[src/rtl/qspi_psram_ctrl_pkg.sv]
// Shared definitions for the QSPI PSRAM controller: opcodes, FSM state codes,
// phase lengths and the byte-lane helper used for tx/rx data ordering.
package qspi_psram_ctrl_pkg;

    // PSRAM opcodes (same names as the PSRAM model)
    localparam logic [7:0] CMD_QREAD  = 8'hEB;
    localparam logic [7:0] CMD_QWRITE = 8'h38;
    localparam logic [7:0] CMD_RSTEN  = 8'h66;
    localparam logic [7:0] CMD_RST    = 8'h99;

    // Phase lengths in sck cycles
    localparam int unsigned CMD_LEN = 8;
    localparam int unsigned ADR_LEN = 6;
    localparam int unsigned DAT_LEN = 8;

    // FSM state encodings (kept as constants for compatibility with existing code)
    localparam logic [3:0] ST_RSTEN = 4'd0;
    localparam logic [3:0] ST_RST   = 4'd1;
    localparam logic [3:0] ST_IDLE  = 4'd2;
    localparam logic [3:0] ST_CMD   = 4'd3;
    localparam logic [3:0] ST_ADR   = 4'd4;
    localparam logic [3:0] ST_WDATA = 4'd5;
    localparam logic [3:0] ST_RWAIT = 4'd6;
    localparam logic [3:0] ST_RDATA = 4'd7;
    localparam logic [3:0] ST_END   = 4'd8;
    localparam logic [3:0] ST_GAP   = 4'd9;

    // Kind of frame currently on the wire
    typedef enum logic [1:0] {
        OP_RSTEN,
        OP_RST,
        OP_WRITE,
        OP_READ
    } op_e;

    // PSRAM streams bytes in ascending address order, high nibble first;
    // swapping the byte lanes turns that into a plain MSB-first shift.
    function automatic logic [31:0] byte_swap(input logic [31:0] d);
        return {d[7:0], d[15:8], d[23:16], d[31:24]};
    endfunction

endpackage

[src/rtl/qspi_psram_ctrl_sck_gen.sv]
// QSPI clock divider: sck toggles every SCK_HALF clks while enabled, idles low.
// rise/fall strobe the clk cycle whose closing edge moves sck 0->1 / 1->0.
module qspi_psram_ctrl_sck_gen #(
    parameter int unsigned SCK_HALF = 2
) (
    input  logic clk,
    input  logic rst_n,
    input  logic en,
    output logic sck,
    output logic rise,
    output logic fall
);

    localparam int unsigned CW = (SCK_HALF > 1) ? $clog2(SCK_HALF) : 1;

    logic [CW-1:0] cnt;
    logic          last;

    assign last = en && (cnt == CW'(SCK_HALF - 1));
    assign rise = last && !sck;
    assign fall = last && sck;

    // Half-period counter and sck toggle; disabling returns sck low immediately
    always_ff @(posedge clk or negedge rst_n) begin
        if (!rst_n) begin
            cnt <= '0;
            sck <= 1'b0;
        end else if (!en) begin
            cnt <= '0;
            sck <= 1'b0;
        end else if (last) begin
            cnt <= '0;
            sck <= ~sck;
        end else begin
            cnt <= cnt + CW'(1);
        end
    end

endmodule

[src/rtl/qspi_psram_ctrl.sv]
// QSPI PSRAM master: runs the 66/99 reset pair after reset, then turns single
// word bus requests into EB (quad read) / 38 (quad write) frames.
module qspi_psram_ctrl
    import qspi_psram_ctrl_pkg::*;
#(
    parameter int unsigned SCK_HALF = 2,
    parameter int unsigned RD_WAIT  = 6,
    parameter int unsigned CE_GAP   = 2
) (
    input  logic        clk,
    input  logic        rst_n,
    input  logic        req,
    input  logic        we,
    input  logic [23:0] adr,
    input  logic [31:0] wdata,
    output logic [31:0] rdata,
    output logic        ack,
    output logic        busy,
    output logic        init_done,
    output logic        sck,
    output logic        ce_n,
    output logic [3:0]  sio_o,
    output logic        sio_oe,
    input  logic [3:0]  sio_i
);

    localparam int unsigned GAP_CLKS = CE_GAP * 2 * SCK_HALF;
    localparam int unsigned WCW      = $clog2(GAP_CLKS + 1);

    logic [3:0]     state;
    op_e            op;
    logic [3:0]     nib_cnt;
    logic [31:0]    shreg;
    logic [31:0]    wdata_r;
    logic [WCW-1:0] wcnt;
    logic           sck_en;
    logic           sck_rise;
    logic           sck_fall;
    logic           launch;
    logic [7:0]     launch_cmd;
    op_e            launch_op;

    assign sck_en = state inside {ST_CMD, ST_ADR, ST_WDATA, ST_RWAIT, ST_RDATA};
    assign busy   = (state != ST_IDLE);

    qspi_psram_ctrl_sck_gen #(
        .SCK_HALF(SCK_HALF)
    ) u_sck_gen (
        .clk  (clk),
        .rst_n(rst_n),
        .en   (sck_en),
        .sck  (sck),
        .rise (sck_rise),
        .fall (sck_fall)
    );

    // Select which frame (if any) starts this cycle
    always_comb begin
        launch     = 1'b0;
        launch_cmd = CMD_RSTEN;
        launch_op  = OP_RSTEN;
        case (state)
            ST_RSTEN: launch = 1'b1;
            ST_RST: begin
                launch     = 1'b1;
                launch_cmd = CMD_RST;
                launch_op  = OP_RST;
            end
            ST_IDLE: begin
                if (req) begin
                    launch     = 1'b1;
                    launch_cmd = we ? CMD_QWRITE : CMD_QREAD;
                    launch_op  = we ? OP_WRITE : OP_READ;
                end
            end
            default: ;
        endcase
    end

    // Frame sequencer: ce_n framing, shared tx/rx shift register, phase counting
    always_ff @(posedge clk or negedge rst_n) begin
        if (!rst_n) begin
            state     <= ST_RSTEN;
            op        <= OP_RSTEN;
            nib_cnt   <= '0;
            shreg     <= '0;
            wdata_r   <= '0;
            wcnt      <= '0;
            ce_n      <= 1'b1;
            sio_o     <= '0;
            sio_oe    <= 1'b1;
            ack       <= 1'b0;
            rdata     <= '0;
            init_done <= 1'b0;
        end else begin
            ack <= 1'b0;
            // nib_cnt counts sck rises in the current phase; phase ends on the following fall
            if (sck_rise) begin
                nib_cnt <= nib_cnt + 4'd1;
            end
            if (launch) begin
                // First command bit goes out now, half an sck period before the first rise
                op      <= launch_op;
                ce_n    <= 1'b0;
                sio_o   <= {3'b000, launch_cmd[7]};
                shreg   <= {launch_cmd[6:0], adr & 24'hFF_FFFC, 1'b0};
                wdata_r <= byte_swap(wdata);
                nib_cnt <= '0;
                state   <= ST_CMD;
            end else begin
                case (state)
                    ST_CMD: begin
                        if (sck_fall) begin
                            if (nib_cnt == 4'(CMD_LEN)) begin
                                nib_cnt <= '0;
                                if (op inside {OP_RSTEN, OP_RST}) begin
                                    sio_o <= '0;
                                    wcnt  <= '0;
                                    state <= ST_END;
                                end else begin
                                    sio_o <= shreg[31:28];
                                    shreg <= {shreg[27:0], 4'h0};
                                    state <= ST_ADR;
                                end
                            end else begin
                                sio_o <= {3'b000, shreg[31]};
                                shreg <= {shreg[30:0], 1'b0};
                            end
                        end
                    end
                    ST_ADR: begin
                        if (sck_fall) begin
                            if (nib_cnt == 4'(ADR_LEN)) begin
                                nib_cnt <= '0;
                                if (op == OP_WRITE) begin
                                    sio_o <= wdata_r[31:28];
                                    shreg <= {wdata_r[27:0], 4'h0};
                                    state <= ST_WDATA;
                                end else begin
                                    sio_oe <= 1'b0;
                                    state  <= (RD_WAIT == 0) ? ST_RDATA : ST_RWAIT;
                                end
                            end else begin
                                sio_o <= shreg[31:28];
                                shreg <= {shreg[27:0], 4'h0};
                            end
                        end
                    end
                    ST_WDATA: begin
                        if (sck_fall) begin
                            if (nib_cnt == 4'(DAT_LEN)) begin
                                sio_o <= '0;
                                wcnt  <= '0;
                                state <= ST_END;
                            end else begin
                                sio_o <= shreg[31:28];
                                shreg <= {shreg[27:0], 4'h0};
                            end
                        end
                    end
                    ST_RWAIT: begin
                        if (sck_fall && nib_cnt == 4'(RD_WAIT)) begin
                            nib_cnt <= '0;
                            state   <= ST_RDATA;
                        end
                    end
                    ST_RDATA: begin
                        if (sck_fall) begin
                            shreg <= {shreg[27:0], sio_i};
                            if (nib_cnt == 4'(DAT_LEN)) begin
                                sio_oe <= 1'b1;
                                wcnt   <= '0;
                                state  <= ST_END;
                            end
                        end
                    end
                    ST_END: begin
                        if (wcnt == WCW'(SCK_HALF - 1)) begin
                            ce_n  <= 1'b1;
                            wcnt  <= '0;
                            state <= ST_GAP;
                            if (op inside {OP_WRITE, OP_READ}) begin
                                ack <= 1'b1;
                            end
                            if (op == OP_READ) begin
                                rdata <= byte_swap(shreg);
                            end
                        end else begin
                            wcnt <= wcnt + WCW'(1);
                        end
                    end
                    ST_GAP: begin
                        if (wcnt == WCW'(GAP_CLKS - 1)) begin
                            wcnt <= '0;
                            if (op == OP_RSTEN) begin
                                state <= ST_RST;
                            end else begin
                                state <= ST_IDLE;
                                if (op == OP_RST) begin
                                    init_done <= 1'b1;
                                end
                            end
                        end else begin
                            wcnt <= wcnt + WCW'(1);
                        end
                    end
                    ST_RSTEN, ST_RST, ST_IDLE: ;
                    default: state <= ST_RSTEN;
                endcase
            end
        end
    end

endmodule

[config.mk]
export PLATFORM = sky130hd
export DESIGN_NAME = qspi_psram_ctrl
export DESIGN_NICKNAME = d
export VERILOG_FILES = /design/src/rtl/qspi_psram_ctrl_pkg.sv /design/src/rtl/qspi_psram_ctrl_sck_gen.sv /design/src/rtl/qspi_psram_ctrl.sv
export SDC_FILE = /design/constraint.sdc
export NUM_CORES = 1
export LEC_CHECK = 0
export CAP_MARGIN = 15
export CORE_MARGIN = 5
export CORE_UTILIZATION = 45
export CTS_CLUSTER_DIAMETER = 200
export DETAILED_ROUTE_END_ITERATION = 16
export PLACE_DENSITY_LB_ADDON = 0.2
export SYNTH_ARGS = -nofsm -noshare
export SYNTH_HDL_FRONTEND = slang
export SYNTH_SLANG_ARGS = --single-unit
[constraint.sdc]
create_clock -name clk -period 2.25 [get_ports clk]
set_input_delay 0.3375 -clock clk [delete_from_list [all_inputs] [get_ports clk]]
set_output_delay 0.3375 -clock clk [all_outputs]
set_load 0.005 [all_outputs]
==> run_results.csv, run 1 <==
group,metric,value,unit
clock_tree,numCtsBuffers,17,
global_route,grtUsageMet3,0.06083,
synth,yosysTopAreaCellShare,0.4707,
placement,place.gp.congestion,0.9109,
finish,n_antenna_cell,0,
finish,nFillCells,1146,
drt,initialDrtViolationCount,443,
synth,postSynthSeqShare,0.4791,
worst_setup_path,crit_path_top_delay_cell,"or4b_4",
finish,nNetsFinal,841,
worst_setup_path,cpPeakStageDelay,0.57,ns
pwr,pwr-share-comb,0.051,
worst_setup_path,start_kind,"flop",
synth,synth-seq-cells,120,
sta,setup_viol_count_final,0,
clock_tree,cts_hold_buf,1,
sta,max_freq,460.4,MHz
drt,via_per_inst,5.697,
drt,drc,0,
min_path,hp-class,"in2reg",
drt,wl_per_cell,18.94,µm
pwr,clkPwrFrac,0.524,
sta,final.min_clock_period,2.172,ns
die,fp_util,0.4555,
die,die_area,16400,µm²
synth,synth_cell_type_count,75,
worst_setup_path,rr_startpoint,"state[1]",
pwr,max-vdd-ir-drop,0.0005036,V
synth,async_flop_share,1.000,
placement,dp_cells,926,
drt,met2WireLength,8755,µm
worst_setup_path,setup.worst_path.class,"reg2reg",
sta,whs,0.4493,ns
synth,ff_type,"dfrtp_1",
worst_setup_path,rr_endpoint,"shreg[14]",
finish,layout_top_cell,"nand2_1",
worst_setup_path,r2r_slack,0.08,ns
finish,drive_gt1_frac,0.2217,
sta,slew_headroom,0.5615,
clock_tree,post_cts_resize_count,6,
pwr,p_seq,2260,µW
clock_tree,cts_tree,"yes",
min_path,hold_start,"wdata[22]",
pwr,power_frac_seq,0.426,
job,cap_violations,0,
clock_tree,clk_pin_slew,0.05,ns
clock_tree,postCtsSetupBuffers,5,
sta,rsz0062_at_grt,"no",
drt,ant_nets,0,
min_path,worstHoldEndpoint,"wdata_r[14]",
global_route,grt_pass1_vias,5727,
worst_setup_path,endpoint_kind,"flop",
worst_setup_path,arrival,2.53,ns
drt,dr_wl_met3,1090,µm
worst_setup_path,required,2.60,ns
synth,syn_inst,621,
status,status,"complete, no violations",
finish,finish.utilization,0.6294,
clock_tree,clock_latency,0.42,ns
clock_tree,cts_sinks,120,
drt,drtPass1Iterations,5,
run 1: metrics by stage:
step | instance area [µm²] | setup TNS [ns] | setup slack [ns] | power [µW]
5_1_grt | 8668 | 0 | 0.009389 | 5495
2_1_floorplan | 6274 | 0 | 0.1450 | 2360
6_report | 8668 | 0 | 0.07778 | 5312
3_5_place_dp | 7974 | -2.030 | -0.07359 | 2564
3_3_place_gp | 7974 | -0.6995 | -0.04127 | 2554
4_1_cts | 8647 | 0 | 0.009025 | 5357
run 1: how the worst max path moves through the flow:
stage	start	to	depth (start not counted)
final	state[1]	shreg[14]	8
after global routing	nib_cnt[1]	shreg[21]	8
after CTS	state[0]	busy	5
after detailed placement	req	rdata[2]	7
after global placement	req	rdata[9]	7
after floorplan	nib_cnt[0]	shreg[0]	8
run 1: state kept, by name (all words and copies together) (netlist names):
signal	flops
rdata	32
ack	1
ce_n	1
init_done	1
sio_o	4
u_sck_gen.cnt	1
sio_oe	1
wcnt	4
wdata_r	32
state	4
op	2
u_sck_gen.sck	1
shreg	32
nib_cnt	4
run 1: cell type report:
class / count / area [µm²] / area share
Clock buffer: 24 / 491.7 / 0.05673
Clock inverter: 8 / 117.6 / 0.01357
Inverter: 10 / 37.54 / 0.004330
Multi-Input combinational cell: 450 / 3049 / 0.3518
Sequential cell: 120 / 3009 / 0.3471
Tap cell: 180 / 225.2 / 0.02598
Timing Repair Buffer: 173 / 1738 / 0.2005
run 1: cell families after synthesis:
kind of cell / count (synthesis) / synth area share
DFF: 120 / 0.4791
buffers and inverters: 51 / 0.03989
adders and majority gates: 5 / 0.009972
muxes: 68 / 0.1382
AOI/OAI and AO/OA: 137 / 0.1488
xor gates and xnor gates: 4 / 0.005585
and+or+nand+nor: 236 / 0.1785
Run 1, ports around the boundary:
Scale: 3 px per µm. Pins as bars across the die edge, other pins in gray.
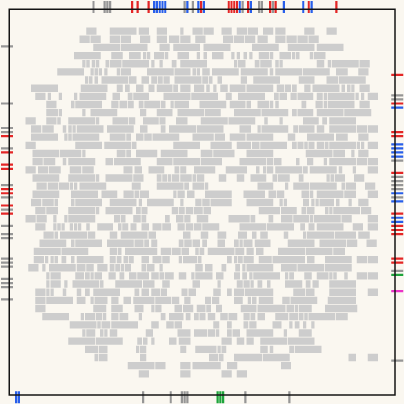
Key: rdata = red [pins 32, direction output, edge 13 top, 11 right, 8 left]; sio_i = green [pins 4, direction input, edge 3 bottom, 1 right]; adr = blue [pins 24, direction input, edge 13 top, 9 right, 2 bottom]; ack = magenta [pins 1, direction output, edge right]

Run 1, metal 3:
Scale: 4 px per µm. Cells faint in the background.
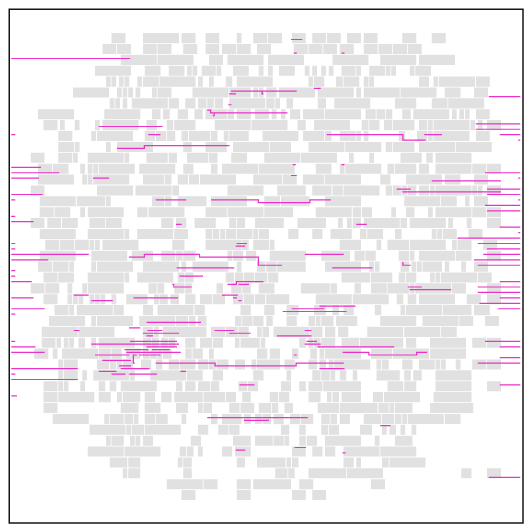
The layer carries 1090 µm of wire. 115 nets have wire on it. The layer holds 6.0% of the routed length. The longest straight run is 29.4 µm. The wires run mostly horizontal.

Run 1, a small window of the routed layout:
Region (71, 71) to (121, 121) µm. Cells in gray, sequential cells in the stronger gray; small squares are vias.
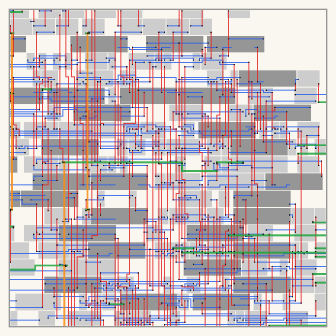
Key: metal 3 = green; metal 2 = red; metal 1 = blue; metal 4 = orange
Most frequent: dfrtp_1 (29), nand2_1 (27), clkdlybuf4s50_1 (24). Sequential cells in the window: 29. Netlist names of flops here include rdata (11), shreg (9), wdata_r (9). 152 logic cells have their middle in the window.

Run 1, the metal 4 layer:
Scale: 3 px per µm. Supply wires on this layer in gray. Cells faint in the background.
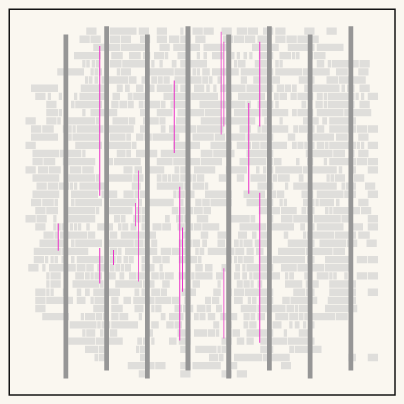
The wires run mostly vertical. The layer carries 407 µm of wire.
via count: 5498
Total Wirelength: 18270 µm

Run 1, clock routing:
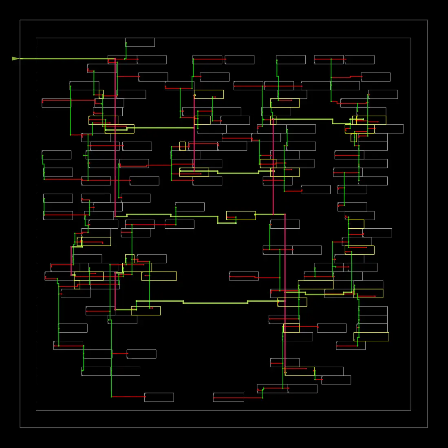

## Run 2: what changed since run 1
ABC_AREA = 1   (was unset)
Run 2, clock routing:
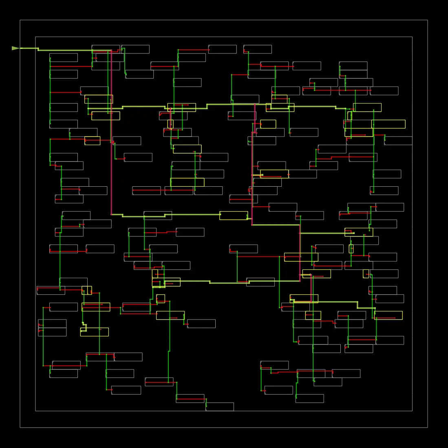
sequential cell count: 120
Skew-Pair Late Insertion Delay: 0.42 ns
Clk power: 2800 µW
clkbuf count: 24

==> run_results.csv, run 2 <==
group,metric,value,unit
pwr,power_frac_seq,0.286,
finish,n_antenna_cell,0,
clock_tree,clk_pin_slew,0.06,ns
synth,postSynthSeqShare,0.4390,
drt,via_per_inst,5.075,
finish,finish.utilization,0.5849,
min_path,hp-class,"in2async",
clock_tree,postCtsSetupBuffers,0,
job,cap_violations,0,
sta,slew_headroom,0.6000,
sta,whs,0.4455,ns
sta,fin_ws,0.1534,ns
synth,ys_sh_simple,0.3635,
worst_setup_path,start_kind,"flop",
synth,ys_sh_mux,0,
finish,logic_area,3321,µm²
sta,rsz0062_at_grt,"no",
synth,yosys.area_share.adder,0.009137,
clock_tree,cts_hold_buf,1,
synth,logic_family,"simple AND/OR/NAND/NOR gates",
synth,synthAoiAreaFrac,0.1058,
drt,drc,0,
finish,seq_area,3005,µm²
drt,wl_per_cell,14.78,µm
synth,ff_type,"dfrtp_1",
die,die_area,17780,µm²
synth,syn_inst,1014,
clock_tree,post_cts_resize_count,0,
synth,yosysTopAreaCellShare,0.4313,
synth,synthXorXnorAreaFrac,0.005117,
drt,initialDrtViolationCount,707,
drt,ant_nets,0,
worst_setup_path,required,1.91,ns
worst_setup_path,cpPeakStageDelay,0.45,ns
worst_setup_path,endpoint_kind,"output pin",
status,status,"complete, no violations",
worst_setup_path,r2r_slack,0.19,ns
finish,top_regs,"rdata (32), shreg (32), wdata_r (32)",
synth,async_flop_share,1.000,
clock_tree,cts_sinks,120,
pwr,clkPwrFrac,0.226,
[run 2: per-stage QoR]
step                instances  area (µm²)  power (µW)
floorplan                1014        6847        7669
global placement         1282        8207        9456
detailed placement       1282        8207        9576
CTS                      1315        8826       12450
global route             1315        8826       13500
finish                   1315        8826       12390
[run 2: layout make-up]
type,count,area share
clock buffers,24,0.05571
flip-flops and latches,120,0.3405
clock inverters,8,0.01333
inverters,77,0.03275
repair buffers,131,0.1548
multi-input cells,767,0.3762
well taps,188,0.02665
[run 2: routing by layer]
metal / vias to the layer above / track usage / wire (µm)
li1: 3367 / - / -
met1: 3101 / 0.3086 / 9076
met2: 182 / 0.3696 / 9029
met3: 24 / 0.05589 / 1089
met4: 0 / 0.05143 / 241
met5: - / 0 / 0
[run 2: logic make-up (layout without fill, tap and decap cells)]
kind of cell             Yosys count  count (layout)
XOR/XNOR                           4               4
buffers and inverters            127             240
adder cells (fa/ha/maj)            5               5
flip-flops                       120             120
AND-OR/OR-AND                    126             126
AND/OR/NAND/NOR                  632             632
[run 2: power by group through the flow]
stage / clock network, µW / logic (µW) / registers [µW]
finish: 2800 / 6040 / 3540
global route: 2950 / 6910 / 3640
CTS: 2850 / 6070 / 3530
detailed placement: 0 / 6020 / 3550
global placement: 0 / 5920 / 3540
floorplan: 0 / 4300 / 3370
[run 2: worst max-delay path by stage]
stage                 to  depth (start not counted)  slack [ns]        from
2_1_floorplan   state[2]                         12        0.51  nib_cnt[0]
3_3_place_gp   shreg[23]                         10        0.24    state[3]
3_5_place_dp   shreg[10]                         10        0.23    state[3]
4_1_cts             busy                          4        0.14    state[0]
5_1_grt        shreg[13]                         10        0.02    state[3]
6_report            busy                          4        0.15    state[0]
Run 2, metal 3:
Scale: 4 px per µm. Cells faint in the background.
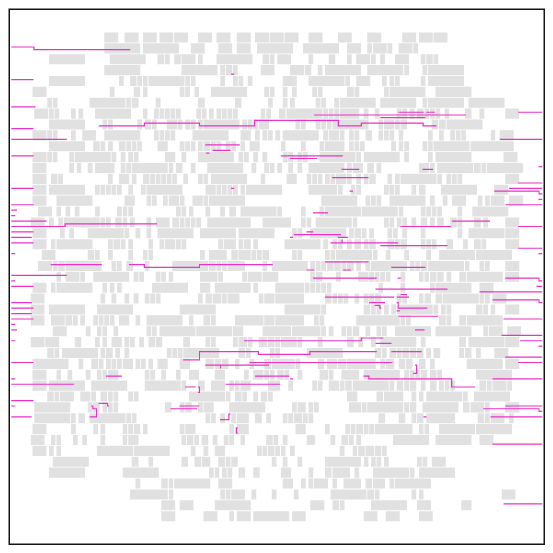

## Run 3: what changed since run 2
CAP_MARGIN = 20   (was 15)
clock period = 1.75 ns   (was 2.25 ns; I/O delays follow)
Run 3, metal 3:
Scale: 4 px per µm. Cells faint in the background.
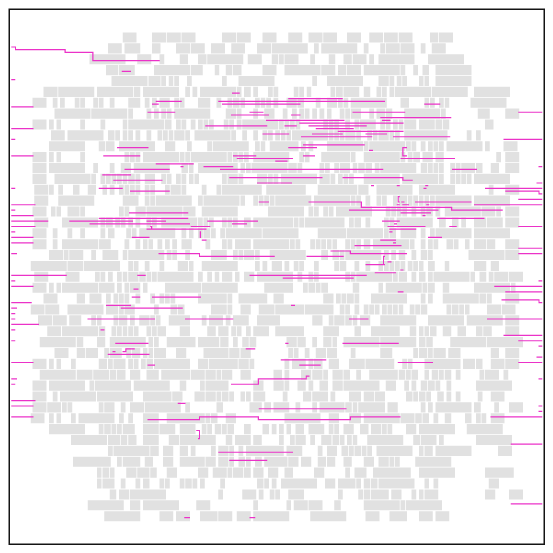
via count: 7310
met3 usage: 0.04796
Total Wirelength: 23480 µm

==> run_results.csv, run 3 <==
group,metric,value,unit
pwr,pwr-share-comb,0.555,
drt,via_per_inst,5.244,
synth,ff_type,"dfrtp_1",
worst_setup_path,start_kind,"flop",
global_route,met2_usage,0.3801,
clock_tree,numCtsBuffers,17,
sta,rsz0062_at_grt,"yes",
pwr,clkPwrFrac,0.190,
drt,drc,0,
finish,postLayoutCellArea,10230,µm²
sta,whs,0.3661,ns
clock_tree,cts_sinks,120,
global_route,grt_pass1_vias,6803,
placement,place_ws,-0.07305,ns
synth,yosysTopAreaCellShare,0.4313,
worst_setup_path,setup.worst_path.class,"reg2reg",
synth,synthXorXnorAreaFrac,0.005117,
die,fp_util,0.4537,
worst_setup_path,endpoint_kind,"flop",
drt,ant_nets,0,
synth,synthAoiAreaFrac,0.1058,
status,violations,"negative setup slack",
placement,dp_cells,1326,
synth,async_flop_share,1.000,
synth,synth_cell_type_count,35,
drt,drtPass1Iterations,6,
sta,fin_ws,-0.1512,ns
status,status,"finished, violations left",
finish,top_regs,"rdata (32), shreg (32), wdata_r (32)",
sta,setup_viol_count_final,73,
pwr,total_power,18100,µW
finish,n_antenna_cell,0,
synth,logic_family,"simple AND/OR/NAND/NOR gates",
worst_setup_path,required,2.06,ns
finish,nNetsFinal,1262,
## run 3: cell counts after synthesis
No cell type changed its count.
## run 3: routing by layer
| layer | share of wire | vias up |
|---|---|---|
| met5 | 0 | - |
| li1 | - | 3540 |
| met3 | 0.066 | 56 |
| met1 | 0.44 | 3420 |
| met2 | 0.47 | 294 |
| met4 | 0.025 | 0 |
## run 3: path summary, 6_finish.rpt
path	depth (start not counted)	end	slack, ns	startpoint
hold / removal	3	wdata_r[9]	0.37	wdata[17]
setup reg to reg	11	rdata[31]	-0.15	state[0]
max in group asynchronous	3	nib_cnt[1]	0.92	rst_n
setup / recovery	11	rdata[31]	-0.15	state[0]
min in group asynchronous	3	rdata[6]	0.41	rst_n
hold reg to reg	2	wdata_r[6]	0.47	wdata_r[6]
## run 3: area by class of cell
cell class / count / area (µm²)
clock inverter: 15 / 145.1
inverter: 77 / 289.0
fill: 1342 / 4863
tap: 188 / 235.2
multi-input combinational: 768 / 3795
timing repair buffer: 209 / 2328
clock buffer: 17 / 425.4
sequential: 120 / 3008
## run 3: power groups by stage
stage          clock (µW)  sequential (µW)  combinational, µW
5_1_grt              3610             4720              11100
4_1_cts              3460             4500               9120
3_5_place_dp            0             4510               8370
6_report             3440             4610              10100
2_1_floorplan           0             4330               5530
3_3_place_gp            0             4500               8230
## run 3: timing repair
item,4_1_cts,5_1_grt
gates cloned,7,13
setup endpoints to repair,38,94
pin swaps,16,40
endpoints found under the hold margin,118,0
hold buffers,1,0
buffers inserted,7,9
resized,45,120
## run 3: tightest hold or removal path, delay by kind of cell
kind          cells  cell delay (ns)
buf+inv           1             0.39
simple gates      2             0.10
## run 3: kinds of logic after synthesis
family | after synthesis
simple gates | 632
xor+xnor | 4
compound gates | 126
fa+ha+maj | 5
buf+inv | 127
flops | 120
Power is estimated from default activity; no workload was simulated.
